**I/O pins on the die edge**

Pins as bars across the die edge, other pins in grey.
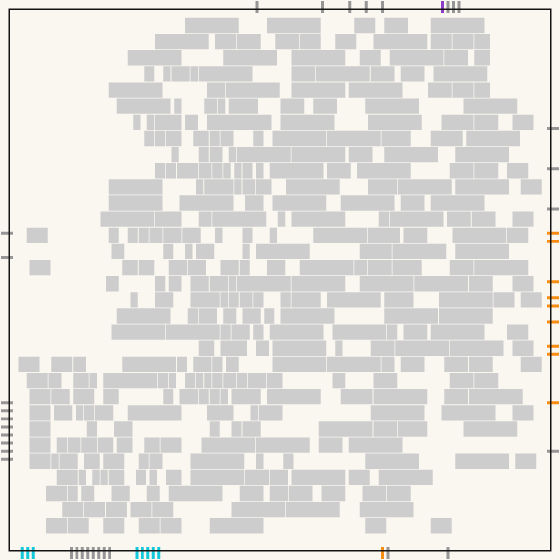
**Clock wires, drivers and flops**

Bar = 20 um.
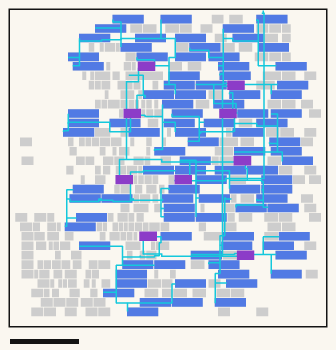
**Cell placement**

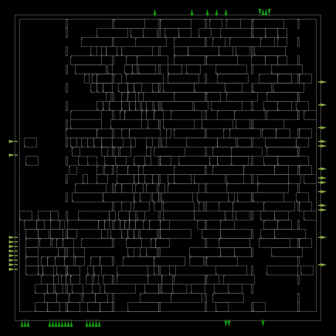
**Cell area per tile**

The die is cut into 9 by 9 equal tiles; white is low, dark blue is high, 0 to 100% covered.
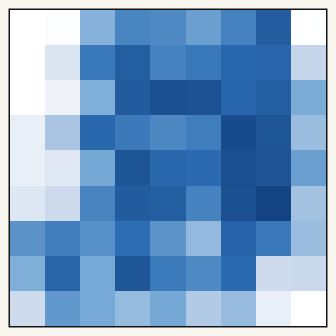
**M3 wires**

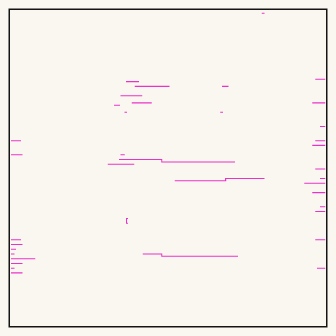
`src/rtl/color_point_extractor.sv`:
```
// color_point_extractor
// Front end of the marker-tracking path. Tracks raster coordinates of the
// incoming YCrCb stream, classifies each pixel into one of four colour
// windows, qualifies runs of same-class pixels along a line and emits one
// (color, x, y) point per qualifying pixel. frame_flag is vsync delayed by
// one clock so the downstream stage can accumulate during active video and
// compute during blanking.
//
// Pipeline: edge t captures the pixel class and coordinates (p1), edge t+1
// updates the run length and decides qualification (p2), edge t+2 drives
// the output registers.

module color_point_extractor #(
  parameter int          WIDTH  = 640,
  parameter int          HEIGHT = 480,
  parameter logic [7:0]  Y_MIN  = 8'd40,
  // Byte k of each packed word holds the inclusive bound of class k.
  parameter logic [31:0] CR_MIN = 32'h008C_64C8,
  parameter logic [31:0] CR_MAX = 32'h3CC8_A0FF,
  parameter logic [31:0] CB_MIN = 32'hC88C_6400,
  parameter logic [31:0] CB_MAX = 32'hFFC8_A03C,
  parameter int          RUN    = 3
) (
  input  logic       clk,
  input  logic       reset,
  input  logic       vsync,
  input  logic       pixel_valid,
  input  logic [7:0] y,
  input  logic [7:0] cr,
  input  logic [7:0] cb,
  output logic [1:0] color,
  output logic [9:0] interesting_x,
  output logic [8:0] interesting_y,
  output logic       interesting_flag,
  output logic       frame_flag
);

  localparam logic [9:0] X_LAST  = 10'(WIDTH - 1);
  localparam logic [8:0] Y_LAST  = 9'(HEIGHT - 1);
  localparam logic [3:0] RUN_THR = 4'(RUN);
  localparam logic [3:0] RUN_SAT = 4'd15;

  // Returns {hit, class}. Scanning from class 3 down to 0 lets the lowest
  // matching class overwrite any higher one, so overlaps resolve to lowest k.
  function automatic logic [2:0] classify(input logic [7:0] luma,
                                          input logic [7:0] cr_v,
                                          input logic [7:0] cb_v);
    logic [2:0] res;
    res = 3'b000;
    if (luma >= Y_MIN) begin
      for (int k = 3; k >= 0; k--) begin
        if ((cr_v >= CR_MIN[8*k +: 8]) && (cr_v <= CR_MAX[8*k +: 8]) &&
            (cb_v >= CB_MIN[8*k +: 8]) && (cb_v <= CB_MAX[8*k +: 8])) begin
          res = {1'b1, 2'(k)};
        end
      end
    end
    return res;
  endfunction

  // Run-length increment that sticks at 15 instead of wrapping.
  function automatic logic [3:0] run_sat_inc(input logic [3:0] r);
    return (r == RUN_SAT) ? RUN_SAT : r + 4'd1;
  endfunction

  logic       accept;
  logic [2:0] class_now;

  logic [9:0] x_cnt_q, x_cnt_d;
  logic [8:0] y_cnt_q, y_cnt_d;
  logic       frame_q, frame_d;

  logic       vld_p1_q, vld_p1_d;
  logic       hit_p1_q, hit_p1_d;
  logic [1:0] cls_p1_q, cls_p1_d;
  logic [9:0] x_p1_q, x_p1_d;
  logic [8:0] y_p1_q, y_p1_d;

  logic [3:0] run_q, run_d;
  logic       last_hit_q, last_hit_d;
  logic [1:0] last_cls_q, last_cls_d;
  logic       vld_p2_q, vld_p2_d;
  logic [1:0] cls_p2_q, cls_p2_d;
  logic [9:0] x_p2_q, x_p2_d;
  logic [8:0] y_p2_q, y_p2_d;

  logic       flag_q, flag_d;
  logic [1:0] color_q, color_d;
  logic [9:0] out_x_q, out_x_d;
  logic [8:0] out_y_q, out_y_d;

  assign accept    = pixel_valid & ~vsync;
  assign class_now = classify(y, cr, cb);

  // Raster coordinate counters; vertical blank pins them to the origin.
  always_comb begin
    x_cnt_d = x_cnt_q;
    y_cnt_d = y_cnt_q;
    frame_d = vsync;
    if (vsync) begin
      x_cnt_d = '0;
      y_cnt_d = '0;
    end else if (pixel_valid) begin
      if (x_cnt_q == X_LAST) begin
        x_cnt_d = '0;
        y_cnt_d = (y_cnt_q == Y_LAST) ? 9'd0 : y_cnt_q + 9'd1;
      end else begin
        x_cnt_d = x_cnt_q + 10'd1;
      end
    end
  end

  // ---- stage p1: class and coordinates of the accepted pixel ----
  always_comb begin
    vld_p1_d = accept;
    hit_p1_d = class_now[2];
    cls_p1_d = class_now[1:0];
    x_p1_d   = x_cnt_q;
    y_p1_d   = y_cnt_q;
  end

  // ---- stage p2: run-length update and qualification ----
  always_comb begin
    run_d      = run_q;
    last_hit_d = last_hit_q;
    last_cls_d = last_cls_q;
    vld_p2_d   = 1'b0;
    cls_p2_d   = cls_p2_q;
    x_p2_d     = x_p2_q;
    y_p2_d     = y_p2_q;
    if (vld_p1_q) begin
      last_hit_d = hit_p1_q;
      last_cls_d = cls_p1_q;
      if (!hit_p1_q) begin
        run_d = 4'd0;
      end else if (x_p1_q == 10'd0) begin
        run_d = 4'd1;
      end else if (last_hit_q && (last_cls_q == cls_p1_q)) begin
        run_d = run_sat_inc(run_q);
      end else begin
        run_d = 4'd1;
      end
      if (hit_p1_q && (run_d >= RUN_THR)) begin
        vld_p2_d = 1'b1;
        cls_p2_d = cls_p1_q;
        x_p2_d   = x_p1_q;
        y_p2_d   = y_p1_q;
      end
    end
  end

  // ---- output stage: strobe for one cycle, hold the point between strobes ----
  always_comb begin
    flag_d  = vld_p2_q;
    color_d = color_q;
    out_x_d = out_x_q;
    out_y_d = out_y_q;
    if (vld_p2_q) begin
      color_d = cls_p2_q;
      out_x_d = x_p2_q;
      out_y_d = y_p2_q;
    end
  end

  // Counter and frame-flag registers.
  always_ff @(posedge clk or posedge reset) begin
    if (reset) begin
      x_cnt_q <= '0;
      y_cnt_q <= '0;
      frame_q <= 1'b0;
    end else begin
      x_cnt_q <= x_cnt_d;
      y_cnt_q <= y_cnt_d;
      frame_q <= frame_d;
    end
  end

  // Stage p1 registers.
  always_ff @(posedge clk or posedge reset) begin
    if (reset) begin
      vld_p1_q <= 1'b0;
      hit_p1_q <= 1'b0;
      cls_p1_q <= '0;
      x_p1_q   <= '0;
      y_p1_q   <= '0;
    end else begin
      vld_p1_q <= vld_p1_d;
      hit_p1_q <= hit_p1_d;
      cls_p1_q <= cls_p1_d;
      x_p1_q   <= x_p1_d;
      y_p1_q   <= y_p1_d;
    end
  end

  // Stage p2 registers, including the run-length state.
  always_ff @(posedge clk or posedge reset) begin
    if (reset) begin
      run_q      <= '0;
      last_hit_q <= 1'b0;
      last_cls_q <= '0;
      vld_p2_q   <= 1'b0;
      cls_p2_q   <= '0;
      x_p2_q     <= '0;
      y_p2_q     <= '0;
    end else begin
      run_q      <= run_d;
      last_hit_q <= last_hit_d;
      last_cls_q <= last_cls_d;
      vld_p2_q   <= vld_p2_d;
      cls_p2_q   <= cls_p2_d;
      x_p2_q     <= x_p2_d;
      y_p2_q     <= y_p2_d;
    end
  end

  // Output registers.
  always_ff @(posedge clk or posedge reset) begin
    if (reset) begin
      flag_q  <= 1'b0;
      color_q <= '0;
      out_x_q <= '0;
      out_y_q <= '0;
    end else begin
      flag_q  <= flag_d;
      color_q <= color_d;
      out_x_q <= out_x_d;
      out_y_q <= out_y_d;
    end
  end

  assign interesting_flag = flag_q;
  assign color            = color_q;
  assign interesting_x    = out_x_q;
  assign interesting_y    = out_y_q;
  assign frame_flag       = frame_q;

endmodule

```
`config.mk`:
```
export PLATFORM = sky130hd
export DESIGN_NAME = color_point_extractor
export DESIGN_NICKNAME = d
export VERILOG_FILES = /design/src/rtl/color_point_extractor.sv
export SDC_FILE = /design/constraint.sdc
export NUM_CORES = 1
export LEC_CHECK = 0
export ABC_AREA = 0
export ABC_CLOCK_PERIOD_IN_PS = 2870
export CORE_UTILIZATION = 49
export CTS_CLUSTER_SIZE = 12
export DETAILED_ROUTE_END_ITERATION = 7
export PLACE_DENSITY = 0.75
export SLEW_MARGIN = 5
export SYNTH_ARGS = -nofsm -noshare
export SYNTH_HDL_FRONTEND = slang
export SYNTH_SLANG_ARGS = --single-unit
```
`constraint.sdc`:
```
create_clock -name clk -period 2.87 [get_ports clk]
set_input_delay 0.574 -clock clk [delete_from_list [all_inputs] [get_ports clk]]
set_output_delay 0.574 -clock clk [all_outputs]
set_load 0.02 [all_outputs]
```
==> flow_summary.json <==
{
  "layout_top_cell": "dfrtp_1",
  "topRoutingLayerUsed": "met4",
  "path_buffers": 1,
  "dp_hpwl_um": 4340,
  "drt_iter0_drc": 85,
  "cpPeakStageDelay_ps": 410,
  "status": "finished, final reports clean",
  "hold_buffers": 0,
  "drtAntennaViolNets": 0,
  "ys.flop_type": "dfrtp_1",
  "fin_util_pct": 60.1,
  "power_leader": "sequential cells",
  "edf_count": 0,
  "min_path_type": "reg -> reg",
  "worstSetupEndpoint": "x_p2_q[3]$_DFFE_PP0P_",
  "finClkSkew_ps": 4.46,
  "worstSetupPathType": "reg -> reg",
  "portBuffers": 47,
  "rsz0062_at_grt": "no",
  "clock-sinks": 94,
  "synth-seq-cells": 94,
  "drive_gt1_share_pct": 19.4
}
Back to the opening pictures, 'I/O pins on the die edge':
purple -> clk  # pins 1, direction input, edge top
orange -> interesting_x  # pins 10, direction output, edge 9 right, 1 bottom
cyan -> y  # pins 8, direction input, edge bottom
all pins by edge = 19 bottom, 13 right, 10 left, 9 top

Back to the opening pictures, 'clock wires, drivers and flops':
purple -> clock drivers  # count 9
blue -> flip-flops  # count 94
cyan -> clock wires  # length 934 um
routed clock nets = 10

Back to the opening pictures, 'cell placement':
sequential cells: 94
Tap Cells: 102

Back to the opening pictures, 'cell area per tile':
nearly empty tiles = 7.4%
emptiest ninth of the die = top left
mean over tiles = 54%
tiles over 75% full = 32%

Back to the opening pictures, 'M3 wires':
wire length on this layer = 187 um
nets with wire on the layer = 32
share of all routed wire = 3.0%
main direction = horizontal
final WL: 6230 um
GR Util met3: 3.85%

